===== config.mk =====
export PLATFORM = sky130hd
export DESIGN_NAME = color_stabilizer_flat
export DESIGN_NICKNAME = d
export VERILOG_FILES = /design/src/rtl/color_stabilizer_if.sv /design/src/rtl/color_stabilizer.sv /design/src/flat_wrapper.sv
export SDC_FILE = /design/constraint.sdc
export NUM_CORES = 1
export LEC_CHECK = 0
export CORE_MARGIN = 2
export CORE_UTILIZATION = 45
export CTS_BUF_LIST = sky130_fd_sc_hd__clkbuf_16
export DETAILED_ROUTE_END_ITERATION = 16
export SLEW_MARGIN = 20
export SYNTH_ARGS = -nofsm -noshare
export SYNTH_HDL_FRONTEND = slang
export SYNTH_SLANG_ARGS = --single-unit

===== constraint.sdc =====
create_clock -name clock -period 2.4 [get_ports clock]
set_input_delay 0.36 -clock clock [delete_from_list [all_inputs] [get_ports clock]]
set_output_delay 0.36 -clock clock [all_outputs]
set_load 0.01 [all_outputs]

===== src/rtl/color_stabilizer_if.sv =====
// rtl/color_stabilizer_if.sv - sensor sample and stable-color report signals
// master drives the motor/sensor side, slave is the stabilizer.
interface color_stabilizer_if;
   logic       motors_done;
   logic       raw_valid;
   logic [2:0] corner_raw;
   logic [2:0] edge_raw;
   logic [2:0] corner_color_sensor;
   logic [2:0] edge_color_sensor;
   logic       color_sensor_stable;
   logic       sensor_error;
   logic       busy;

   modport master (
      output motors_done, raw_valid, corner_raw, edge_raw,
      input  corner_color_sensor, edge_color_sensor, color_sensor_stable, sensor_error, busy
   );

   modport slave (
      input  motors_done, raw_valid, corner_raw, edge_raw,
      output corner_color_sensor, edge_color_sensor, color_sensor_stable, sensor_error, busy
   );
endinterface


===== src/rtl/color_stabilizer.sv =====
// rtl/color_stabilizer.sv - debounces corner/edge color sensors after each motor move
// Waits a settle time, then reports once a pair has been seen STABLE_COUNT times in a row.
module color_stabilizer #(
   parameter int STABLE_COUNT   = 16,
   parameter int SETTLE_CYCLES  = 1000,
   parameter int TIMEOUT_CYCLES = 100000
) (
   input  logic                clock,
   input  logic                reset_n,
   color_stabilizer_if.slave   bus
);
   localparam int MW = $clog2(STABLE_COUNT) + 1;
   localparam int SW = $clog2(SETTLE_CYCLES) + 1;
   localparam int TW = $clog2(TIMEOUT_CYCLES) + 1;

   localparam logic [SW-1:0] SETTLE_LOAD = SW'(SETTLE_CYCLES - 1);
   localparam logic [TW-1:0] TMO_LAST    = TW'(TIMEOUT_CYCLES - 1);
   localparam logic [MW-1:0] MATCH_DONE  = MW'(STABLE_COUNT);

   typedef enum logic [1:0] {IDLE, SETTLE, SAMPLE, REPORT} state_t;

   state_t        state_q, state_d;
   logic [SW-1:0] settle_q, settle_d;
   logic [MW-1:0] match_q, match_d;
   logic [TW-1:0] tmo_q, tmo_d;
   logic [2:0]    cand_corner_q, cand_corner_d;
   logic [2:0]    cand_edge_q, cand_edge_d;
   logic [2:0]    corner_q, corner_d;
   logic [2:0]    edge_q, edge_d;
   logic          err_q, err_d;

   logic          codes_ok;
   logic          same_pair;
   logic [MW-1:0] match_inc;

   always_ff @(posedge clock or negedge reset_n) begin
      if (!reset_n) begin
         state_q       <= IDLE;
         settle_q      <= '0;
         match_q       <= '0;
         tmo_q         <= '0;
         cand_corner_q <= '0;
         cand_edge_q   <= '0;
         corner_q      <= '0;
         edge_q        <= '0;
         err_q         <= 1'b0;
      end else begin
         state_q       <= state_d;
         settle_q      <= settle_d;
         match_q       <= match_d;
         tmo_q         <= tmo_d;
         cand_corner_q <= cand_corner_d;
         cand_edge_q   <= cand_edge_d;
         corner_q      <= corner_d;
         edge_q        <= edge_d;
         err_q         <= err_d;
      end
   end

   always_comb begin
      state_d       = state_q;
      settle_d      = settle_q;
      match_d       = match_q;
      tmo_d         = tmo_q;
      cand_corner_d = cand_corner_q;
      cand_edge_d   = cand_edge_q;
      corner_d      = corner_q;
      edge_d        = edge_q;
      err_d         = 1'b0;

      codes_ok  = bus.raw_valid && (bus.corner_raw <= 3'd5) && (bus.edge_raw <= 3'd5);
      same_pair = (match_q != '0) && (bus.corner_raw == cand_corner_q) &&
                  (bus.edge_raw == cand_edge_q);
      match_inc = same_pair ? match_q + MW'(1) : MW'(1);

      case (state_q)
         IDLE: begin
            if (bus.motors_done) begin
               settle_d = SETTLE_LOAD;
               state_d  = SETTLE;
            end
         end
         SETTLE: begin
            if (bus.motors_done) begin
               settle_d = SETTLE_LOAD;
               match_d  = '0;
            end else if (settle_q == '0) begin
               state_d = SAMPLE;
               match_d = '0;
               tmo_d   = '0;
            end else begin
               settle_d = settle_q - SW'(1);
            end
         end
         SAMPLE: begin
            // A new move always wins; a qualifying sample beats the timeout.
            if (bus.motors_done) begin
               state_d  = SETTLE;
               settle_d = SETTLE_LOAD;
               match_d  = '0;
               tmo_d    = '0;
            end else if (codes_ok && (match_inc == MATCH_DONE)) begin
               state_d       = REPORT;
               corner_d      = bus.corner_raw;
               edge_d        = bus.edge_raw;
               cand_corner_d = bus.corner_raw;
               cand_edge_d   = bus.edge_raw;
               match_d       = '0;
               tmo_d         = '0;
            end else if (tmo_q == TMO_LAST) begin
               err_d   = 1'b1;
               match_d = '0;
               tmo_d   = '0;
            end else begin
               tmo_d = tmo_q + TW'(1);
               if (codes_ok) begin
                  cand_corner_d = bus.corner_raw;
                  cand_edge_d   = bus.edge_raw;
                  match_d       = match_inc;
               end else if (bus.raw_valid) begin
                  match_d = '0;
               end
            end
         end
         REPORT: begin
            if (bus.motors_done) begin
               state_d  = SETTLE;
               settle_d = SETTLE_LOAD;
               match_d  = '0;
            end else begin
               state_d = IDLE;
            end
         end
         default: state_d = IDLE;
      endcase
   end

   assign bus.corner_color_sensor = corner_q;
   assign bus.edge_color_sensor   = edge_q;
   assign bus.color_sensor_stable = (state_q == REPORT);
   assign bus.sensor_error        = err_q;
   assign bus.busy                = (state_q != IDLE);
endmodule


===== src/flat_wrapper.sv =====
// flat-port wrapper written by rule: the top's interface ports become plain ports
module color_stabilizer_flat 
#(
   parameter int STABLE_COUNT   = 16,
   parameter int SETTLE_CYCLES  = 1000,
   parameter int TIMEOUT_CYCLES = 100000
)
  (clock, reset_n, bus_motors_done, bus_raw_valid, bus_corner_raw, bus_edge_raw, bus_corner_color_sensor, bus_edge_color_sensor, bus_color_sensor_stable, bus_sensor_error, bus_busy);
  color_stabilizer_if bus_i ();
  input  logic clock;
  input  logic reset_n;
  input wire logic [$bits(bus_i.motors_done)-1:0] bus_motors_done;
  input wire logic [$bits(bus_i.raw_valid)-1:0] bus_raw_valid;
  input wire logic [$bits(bus_i.corner_raw)-1:0] bus_corner_raw;
  input wire logic [$bits(bus_i.edge_raw)-1:0] bus_edge_raw;
  output wire logic [$bits(bus_i.corner_color_sensor)-1:0] bus_corner_color_sensor;
  output wire logic [$bits(bus_i.edge_color_sensor)-1:0] bus_edge_color_sensor;
  output wire logic [$bits(bus_i.color_sensor_stable)-1:0] bus_color_sensor_stable;
  output wire logic [$bits(bus_i.sensor_error)-1:0] bus_sensor_error;
  output wire logic [$bits(bus_i.busy)-1:0] bus_busy;
  assign bus_i.motors_done = bus_motors_done;
  assign bus_i.raw_valid = bus_raw_valid;
  assign bus_i.corner_raw = bus_corner_raw;
  assign bus_i.edge_raw = bus_edge_raw;
  assign bus_corner_color_sensor = bus_i.corner_color_sensor;
  assign bus_edge_color_sensor = bus_i.edge_color_sensor;
  assign bus_color_sensor_stable = bus_i.color_sensor_stable;
  assign bus_sensor_error = bus_i.sensor_error;
  assign bus_busy = bus_i.busy;
  color_stabilizer #(.STABLE_COUNT(STABLE_COUNT), .SETTLE_CYCLES(SETTLE_CYCLES), .TIMEOUT_CYCLES(TIMEOUT_CYCLES)) u_core (.clock(clock), .reset_n(reset_n), .bus(bus_i));
endmodule

Fig. 1: run 1, congestion heat map
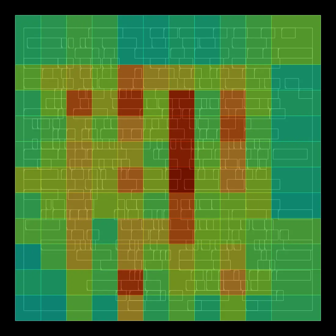
Routed wire per std cell: 13.90 um
met2 usage: 0.3056
Tot GR Track Use: 0.1804
met3 usage: 0.03587

Fig. 2: run 1, metal layers overlaid
(4 px per um)
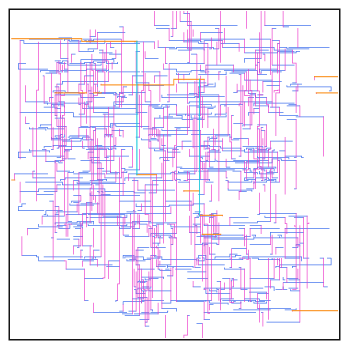
layer	colour	wire length
met2	magenta	2,610 um
met4	cyan	67.3 um
met1	blue	2,620 um
met3	orange	111 um

Fig. 3: run 1, sequential cells grouped by signal name
(3 px per um)
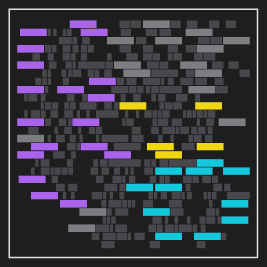
netlist name	colour	flops
`u_core.match_q`	yellow	5
`u_core.settle_q`	cyan	11
`u_core.tmo_q`	purple	18

==> ci_impl_report.md, run 1 <==
### Flow metrics

| Metric | Value |
|---|---|
| Status | finished clean |
| Core area | 5921 um^2 |
| Startpoint Class | register |
| DR WL met3 | 110 um |
| Dpl ws | -0.008608 ns |
| First-pass GRT wire length | 9.473 mm |
| Dominant logic cell type in the layout | dfrtp_1 |
| Share of cells above drive strength 1 | 0.1975 |
| Sequential area share after synthesis | 0.4446 |
| DR DRC count | 0 |
| Layout non-clock buf frac | 0.09996 |
| Setup TNS | 0 ns |
| Grt peak-use layer | met2 |
| P_clk | 780 uW |
| Mean post-synth cell area | 10.10 um^2 |
| Max-capacitance violation count | 0 |
| MI comb cells | 203 |
| Post-DR vias/cell | 5.293 |
| Top Metal Used | met4 |
| Wl on met1 | 2.623 mm |
| Largest net degree at the start of global routing | 26 |
| Worst Path Buf+Inv | 4 |
| Logic area | 1456 um^2 |
| Synthesized area | 2758 um^2 |
| Max Fclk | 452.2 MHz |
| Comb pwr | 785 uW |
| Arr. time, crit path | 2.43 ns |
| Post-CTS Hold Buffers | 0 |
| Most frequent cell after synthesis | dfrtp_1 |
| Area post-placement | 3134 um^2 |
| Top delay family on crit path | simple AND/OR/NAND/NOR gates |
| CTS max path bufs | 2 |
| YS warnings | 0 |
| Top non-seq family | simple AND/OR/NAND/NOR gates |
| Final core occ | 0.5623 |
| Top reg by flops | u_core.tmo_q |
| Root Driver | clkbuf_16 |
| Nonclk inv count | 16 |
| Mux area share | 0.05309 |
| Final WL | 5.407 mm |
| Global route overflow | 0 |
[run 1: path summary, 6_finish.rpt]
kind                                               start                        endpoint  slack (ns)  cells past startpoint
min reg2reg                  u_core.tmo_q[1]$_DFFE_PN0P_     u_core.tmo_q[1]$_DFFE_PN0P_        0.50                      2
max                        u_core.match_q[1]$_DFFE_PN0P_    u_core.tmo_q[17]$_DFFE_PN0P_        0.19                     11
max reg2reg                u_core.match_q[1]$_DFFE_PN0P_    u_core.tmo_q[17]$_DFFE_PN0P_        0.19                     11
min in group clock           u_core.tmo_q[1]$_DFFE_PN0P_     u_core.tmo_q[1]$_DFFE_PN0P_        0.50                      2
max in group asynchronous                        reset_n  u_core.settle_q[4]$_DFFE_PN0P_        1.74                      2
min                                              reset_n  u_core.settle_q[2]$_DFFE_PN0P_        0.06                      1
==> run 2: changes to the inputs <==
--- a/config.mk
+++ b/config.mk
@@ -9,7 +9,6 @@
 export CORE_UTILIZATION = 45
 export CTS_BUF_LIST = sky130_fd_sc_hd__clkbuf_16
 export DETAILED_ROUTE_END_ITERATION = 16
-export SLEW_MARGIN = 20
 export SYNTH_ARGS = -nofsm -noshare
 export SYNTH_HDL_FRONTEND = slang
 export SYNTH_SLANG_ARGS = --single-unit
==> constraint.sdc (replaced) <==
create_clock -name clock -period 2.4 [get_ports clock]
set_input_delay 0.36 -clock clock [delete_from_list [all_inputs] [get_ports clock]]
set_output_delay 0.36 -clock clock [all_outputs]
set_load 0.1 [all_outputs]
Fig. 4: run 2, port wiring
(4 px per um)
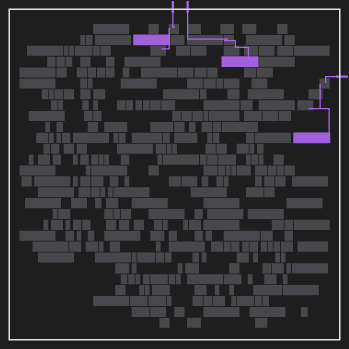
port	colour	direction	edge	end cells	buffers	wire
`bus_edge_color_sensor`	purple	output	2 north, 1 east	3	3	63.6 um

==> run 2 against run 1 <==
Final area fell by 1.2%. Final cell count unchanged. Highest routed layer unchanged. Largest power group unchanged. Clock skew increased by 0.00077 ns. Total power is 0.26% lower. Synthesized area stayed put. Via count is 0.87% higher. Die area unchanged. Count of clock-buffer cells in the layout unchanged. Wire length shrank 1.3%.
==> ci_impl_report.md, run 2 <==
### Flow metrics

| Metric | Value |
|---|---|
| Worst Setup End Kind | register |
| Tot GR Track Use | 0.1794 (-0.001008) |
| MI comb cells | 203 (unchanged) |
| Ranking of synthesized cells by area | dfrtp_1 44%, mux2_2 5.3%, xnor2_1 4.8% |
| Dpl ws | 0.01096 ns (+0.01957 ns) |
| Global route overflow | 0 (unchanged) |
| Final core occ | 0.5558 (-0.006552) |
| Top reg by flops | u_core.tmo_q |
| Sequential area share after synthesis | 0.4446 (unchanged) |
| Mean post-synth cell area | 10.10 um^2 (unchanged) |
| Worst Setup EP | u_core.tmo_q[10]$_DFFE_PN0P_ |
| Startpoint Class | register |
| P_clk | 688 uW (-12%) |
| Setup TNS | 0 ns (unchanged) |
| Core area | 5921 um^2 (unchanged) |
| Slowest stage delay, CP | 0.46 ns |
| Share of cells above drive strength 1 | 0.2261 (+0.02866) |
| Most frequent cell after synthesis | dfrtp_1 |
| First-pass GRT wire length | 9.225 mm (-2.6%) |
| CTS max path bufs | 2 (unchanged) |
| Stages on worst setup path | 9 (-2) |
| Post-CTS Hold Buffers | 0 (unchanged) |
| Register-to-Register Path Depth | 9 (-2) |
| PD cells | 776.8 nW/um^2 |
| Routed wire per std cell | 13.71 um (-1.3%) |
| Max Fclk | 444.7 MHz (-1.7%) |
| Worst setup path category | register to register |
| Worst Path Buf+Inv | 2 (-2) |
| Logic area | 1453 um^2 (-0.26%) |
| Arr. time, crit path | 2.44 ns (about the same) |
| Synthesized area | 2758 um^2 (unchanged) |
| Nonclk inv count | 16 (unchanged) |
| Final-layout fill cell count | 519 |
| Root Driver | clkbuf_16 |
| Post-DR vias/cell | 5.339 (+0.87%) |
| RR Endpoint | u_core.tmo_q[10]$_DFFE_PN0P_ |
| Max-capacitance violation count | 0 (unchanged) |
| Status | finished clean |
| Largest net degree at the start of global routing | 29 (+12%) |
| Area post-placement | 3117 um^2 (-0.56%) |
| DR DRC count | 0 (unchanged) |
| Top delay family on crit path | simple AND/OR/NAND/NOR gates |
| YS warnings | 0 (unchanged) |
| Final WL | 5.335 mm (-1.3%) |
| Dominant logic cell type in the layout | dfrtp_1 |
| Reg2Reg Setup Slack | 0.15 ns (-0.04 ns) |
| Crit. Startpoint | u_core.match_q[1]$_DFFE_PN0P_ |
[run 2: logic make-up after synthesis]
| family | after synthesis | synth area share |
|---|---|---|
| DFF | 49 | 0.4446 |
| xor gates and xnor gates | 25 | 0.07940 |
| adders and majority gates | 10 | 0.04537 |
| muxes | 13 | 0.05309 |
| and+or+nand+nor | 111 | 0.2273 |
| buffers and inverters | 21 | 0.02904 |
| AOI/OAI and AO/OA | 44 | 0.1212 |
[run 2: per-layer routing]
layer / vias up / track usage / routed length, um
met5: - / 0 / 0
met4: 0 / 0.06500 / 88
met3: 6 / 0.03913 / 172
met2: 27 / 0.2847 / 2527
met1: 985 / 0.2407 / 2546
li1: 1059 / - / -
[run 2: timing repair]
action                     4_1_cts  5_1_grt
buffers inserted                 0        4
gates resized                    0        1
setup endpoints to repair        0        4
No activity file was given, so power comes from the tool's default toggle rates.
